==> src/rtl/pipe_ctrl_pkg.sv <==
// pipe_ctrl_pkg: shared CPU defines for stall vectors and pipeline-control FSM states
package pipe_ctrl_pkg;
  localparam logic [5:0] STALL_NONE = 6'b000000;
  localparam logic [5:0] STALL_IF   = 6'b000011;
  localparam logic [5:0] STALL_ID   = 6'b000111;
  localparam logic [5:0] STALL_EX   = 6'b001111;
  localparam logic [5:0] STALL_MEM  = 6'b011111;
  typedef enum logic {RUN = 1'b0, PEND = 1'b1} state_t;
endpackage

==> src/rtl/pipe_ctrl_stall_wdt.sv <==
// stall_wdt: counts consecutive stalled cycles and latches a sticky timeout at WDT_LIMIT
module stall_wdt #(
  parameter int WDT_LIMIT = 255
) (
  input  logic clk,
  input  logic rst,
  input  logic i_stall,
  output logic o_timeout
);
  localparam logic [7:0] LIMIT = 8'(WDT_LIMIT);
  logic [7:0] r_run;
  logic [7:0] w_run_nxt;
  logic       r_timeout;
  assign w_run_nxt = !i_stall ? 8'd0 : (r_run == LIMIT) ? LIMIT : r_run + 8'd1;
  assign o_timeout = r_timeout;
  // run length clears on any unstalled cycle; timeout sticks once the limit is reached
  always_ff @(posedge clk or posedge rst) begin
    if (rst) begin
      r_run     <= 8'd0;
      r_timeout <= 1'b0;
    end else begin
      r_run     <= w_run_nxt;
      r_timeout <= r_timeout | (w_run_nxt == LIMIT);
    end
  end
endmodule

==> src/rtl/pipe_ctrl.sv <==
// pipe_ctrl: stall priority, exception flush sequencing and stall performance/watchdog counters
module pipe_ctrl
  import pipe_ctrl_pkg::*;
#(
  parameter int WDT_LIMIT = 255,
  parameter int CNT_W     = 32
) (
  input  logic             clk,
  input  logic             rst,
  input  logic             stallreq_if,
  input  logic             stallreq_id,
  input  logic             stallreq_ex,
  input  logic             stallreq_mem,
  input  logic             flush_req,
  input  logic [31:0]      epc_i,
  output logic [5:0]       stall,
  output logic             flush,
  output logic [31:0]      new_pc,
  output logic [CNT_W-1:0] stall_cycles,
  output logic             wdt_timeout
);
  state_t           r_state;
  state_t           w_state_nxt;
  logic [31:0]      r_hold;
  logic [CNT_W-1:0] r_stall_cycles;
  logic [5:0]       w_prio;
  logic             w_capture;
  assign w_prio = stallreq_mem ? STALL_MEM :
                  stallreq_ex  ? STALL_EX  :
                  stallreq_id  ? STALL_ID  :
                  stallreq_if  ? STALL_IF  : STALL_NONE;
  assign w_capture    = (r_state == RUN) && flush_req && stallreq_mem;
  assign stall_cycles = r_stall_cycles;
  // a flush blocked by a memory transaction waits in PEND; a flush always overrides lower stalls
  always_comb begin
    w_state_nxt = r_state;
    stall       = w_prio;
    flush       = 1'b0;
    new_pc      = 32'h0;
    if (rst) begin
      stall = STALL_NONE;
    end else if (r_state == PEND) begin
      if (!stallreq_mem) begin
        stall       = STALL_NONE;
        flush       = 1'b1;
        new_pc      = r_hold;
        w_state_nxt = RUN;
      end
    end else if (flush_req) begin
      if (stallreq_mem) begin
        w_state_nxt = PEND;
      end else begin
        stall  = STALL_NONE;
        flush  = 1'b1;
        new_pc = epc_i;
      end
    end
  end
  // state, deferred handler PC and saturating stall-cycle counter
  always_ff @(posedge clk or posedge rst) begin
    if (rst) begin
      r_state        <= RUN;
      r_hold         <= 32'h0;
      r_stall_cycles <= '0;
    end else begin
      r_state <= w_state_nxt;
      if (w_capture) r_hold <= epc_i;
      if (stall[0] && r_stall_cycles != '1) r_stall_cycles <= r_stall_cycles + CNT_W'(1);
    end
  end
  stall_wdt #(.WDT_LIMIT(WDT_LIMIT)) u_wdt (
    .clk      (clk),
    .rst      (rst),
    .i_stall  (stall[0]),
    .o_timeout(wdt_timeout)
  );
endmodule

==> config.mk <==
export PLATFORM = sky130hd
export DESIGN_NAME = pipe_ctrl
export DESIGN_NICKNAME = d
export VERILOG_FILES = /design/src/rtl/pipe_ctrl_pkg.sv /design/src/rtl/pipe_ctrl_stall_wdt.sv /design/src/rtl/pipe_ctrl.sv
export SDC_FILE = /design/constraint.sdc
export NUM_CORES = 1
export LEC_CHECK = 0
export ABC_AREA = 1
export ABC_CLOCK_PERIOD_IN_PS = 6000
export CORE_MARGIN = 2
export CORE_UTILIZATION = 25
export DETAILED_ROUTE_END_ITERATION = 12
export HOLD_SLACK_MARGIN = 0.08
export PLACE_DENSITY = 0.49
export SLEW_MARGIN = 20
export SYNTH_ARGS = -nofsm -noshare
export SYNTH_HDL_FRONTEND = slang
export SYNTH_HIERARCHICAL = 1
export SYNTH_SLANG_ARGS = --single-unit
==> constraint.sdc <==
create_clock -name clk -period 6 [get_ports clk]
set_input_delay 0.9 -clock clk [delete_from_list [all_inputs] [get_ports clk]]
set_output_delay 0.9 -clock clk [all_outputs]
set_load 0.01 [all_outputs]
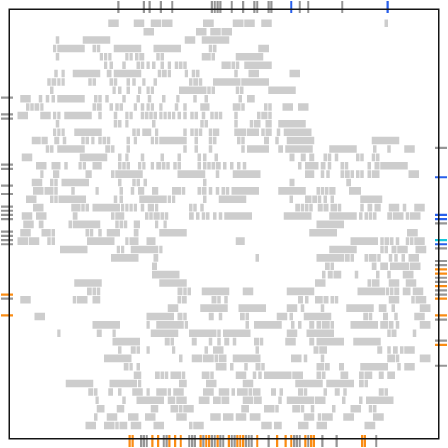
*Pin placement*
Pins as bars across the die edge, other pins in grey.
port	colour	pins	direction	edge
`stallreq_if`	cyan	1	input	right
`epc_i`	orange	32	input	24 bottom, 6 right, 2 left
`stall`	blue	6	output	4 right, 2 top
die height: 139 um
Die X: 139 um

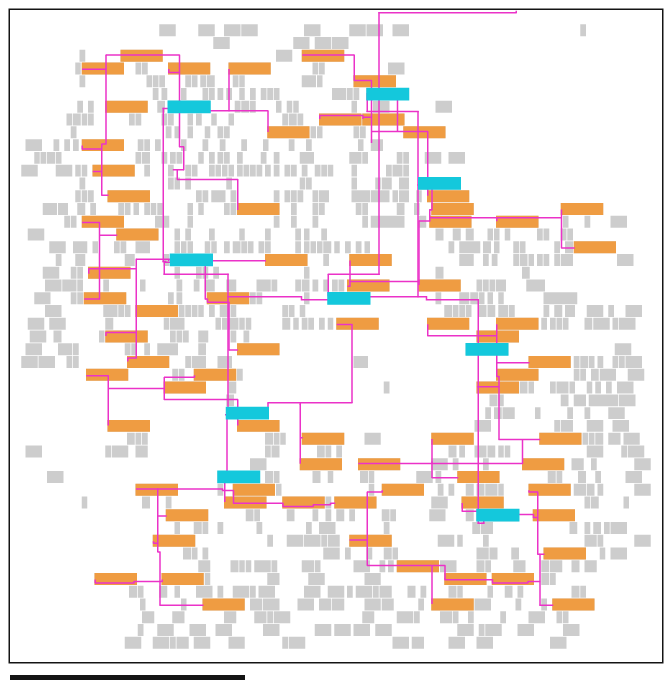
*Clock network drawn from the DEF*
Scale bar: 50 um.
[flip-flops] orange | count: 74
[clock drivers] cyan | count: 9
[clock wires] magenta | length: 1260 um
routed clock nets	10
clock-net power: 0.488 mW
skew final: 9.50 ps

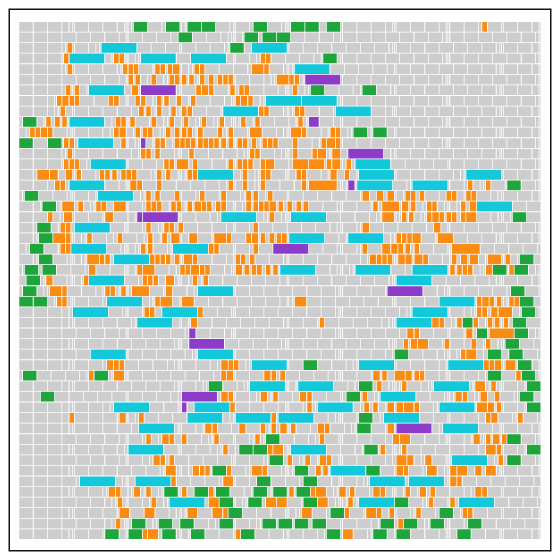
*Cells coloured by class*
Fill, decap, tap and diode cells in grey.
class	colour	cells
remaining buffers and delay cells	green	111
combinational and other logic	orange	566
sequential cells	cyan	74
clock drivers and dummy loads	purple	15
Row Count: 49
final core occ: 0.339

==> results.ini <==
[final_timing]
fin_crit_ps = 4380
setup_violations = 0
whs_ps = 457
slew_headroom = 0.408
period_used_share = 0.730
setup_ws_ps = 1620
worst_pin_slew_ps = 888
tns_ps = 0
report.final.slew_viol_count = 0
hold_violations = 0
rsz0062_at_grt = no
clock.fmax_ghz = 0.228

[layout]
lay_top_count = nand2_1
syn_to_final_growth_pct = 33.3
final_cells = 995
drive_above_1_share = 0.0522
antennaDiodeCount = 0
mostFrequentLayoutCells = 243 x nand2_1, 109 x clkdlybuf4s50_1, 82 x nor2_1
fin_nets = 803
final.fill_count = 2000
fin_area_um2 = 6070

[place]
place_area_um2 = 5810
dp_cells = 980
pre_cts_slack_ps = 1570
portBuffers = 109
place.gp.congestion = 0.831
dp_hpwl_mm = 9.16

[floorplan]
design.core.area_um2 = 17900
io_pins = 111
initCoreUtil = 0.254
die_area_um2 = 19300

[critical_path]
critical_path.endpoint = new_pc[7]
cp_cell_sequence = clkdlybuf4s50_1 > inv_1 > o21ai_0 > inv_1 > nand2_1 > a211oi_1 > clkdlybuf4s50_1
timing.critical_path.buf_inv = 4
cp.depth = 7
cpPeakStageDelay_ps = 600
reg2reg_slack_ps = 3500
worstSetupPathType = in -> out
reg2reg_depth = 10
worstPathRequired_ps = 5100
worst-path-max-fanout = 22
r2r-start = r_state$_DFFE_PP0N_
cp-end-kind = primary output
slowest_stage = clkdlybuf4s50_1
worst_setup_path_start_kind = input port
cp-startpoint = stallreq_mem
cpLargestDelayFamily = buffers and inverters
cp.arrival_ps = 3480
r2r_end = stall_cycles[6]$_DFFE_PP0P_

[power_and_ir_drop]
combPwrFrac = 0.198
powerDensity_nw_per_um2 = 224
power_switching_mw = 0.407
netSwitchingFraction = 0.300
p_int_mw = 0.951
top_power_group = sequential cells
pwr-share-seq = 0.443
seq-power_mw = 0.601
fin_total_pwr_mw = 1.36
comb-power_mw = 0.270
power_frac_clock = 0.359
leakage_nw = 2.84
peakVddDrop_mv = 0.140

[clock_network]
cts_hold_buf = 0
h-tree-depth = 3
clk_pin_slew_ps = 50
post_cts_resize_count = 0
cts-buffers-inserted = 9
clock_sinks = 74
root_buffer = clkbuf_16
cts_buffer_depth = 2
cts_setup_buffers = 0
tritoncts = yes
insertion_delay_ps = 350

[grt]
first_global_vias = 4038
track_usage = 0.134
busiest_layer = met2
use_met3 = 0.0211
antenna_found_initial = 0
grt_pass1_wl_mm = 20.8
grt_overflow = 0
grt_util_met2 = 0.212
met1_usage = 0.182
grt_max_degree = 67

[routing]
met2WireLength_mm = 5.93
wl_met3_um = 478
wire_per_inst_um = 13.1
route.vias.total = 4340
totalWireLength_mm = 13.0
top_layer = met4
vias_per_cell = 4.36
drtIter0Drc = 221
post-route-drc-count = 0
ant_nets = 0
drt-met1-wl_mm = 6.36
first_pass_iters = 4

[run]
max_cap_viol_count = 0
warnings = 26

[synth]
top_area_frac = 0.407
synthTopCellsByArea = dfrtp_1 41%, nand2_1 20%, inv_1 6.8%
synth_seq_share = 0.407
syn_area_per_cell_um2 = 6.86
synth-edff-count = 0
ys_chip_area_um2 = 4550
synthCells = 664
ys_warn_count = 6
yosysTopAreaCell = dfrtp_1
fp_nets = 705
ys_ff = 74
synth_cell_types = 29
ys_cells = 664
ys.flop_type = dfrtp_1
async_flop_share = 1.00
synth_area_um2 = 4550
synthTopCellsByCount = 243 x nand2_1, 82 x inv_1, 82 x nor2_1
most_common_cell = nand2_1

[worst_hold_path]
min_delay_worst_endpoint = u_wdt/o_timeout$_DFF_PP0_
worstHoldStart = u_wdt/o_timeout$_DFF_PP0_
hp-class = reg -> reg
min_path_cells = 2

[run_status]
status = completed

## cell type report
cell class,count,area (um2),area share
multi-input cells,480,2240,0.369
flip-flops and latches,74,1850,0.305
repair buffers,111,1110,0.182
inverters,86,328,0.0540
well taps,229,287,0.0472
clock buffers,12,236,0.0390
clock inverters,3,17.5,0.00289
## registers in the layout, summed over array words and instances, names as in the netlist
| name | flops |
|---|---|
| r_hold | 32 |
| r_state | 1 |
| stall_cycles | 32 |
| u_wdt/r_run | 8 |
| u_wdt/o_timeout | 1 |
## cells by family (layout without fill, tap and decap cells)
logic type	after synthesis	count (layout)	share of synthesized area
xor gates and xnor gates	15	15	0.0289
AOI/OAI and AO/OA	88	88	0.114
other	1	1	0.000824
adders and majority gates	2	2	0.00550
DFF	74	74	0.407
and+or+nand+nor	374	374	0.340
buffers and inverters	110	212	0.104
Power is estimated from default activity; no workload was simulated.
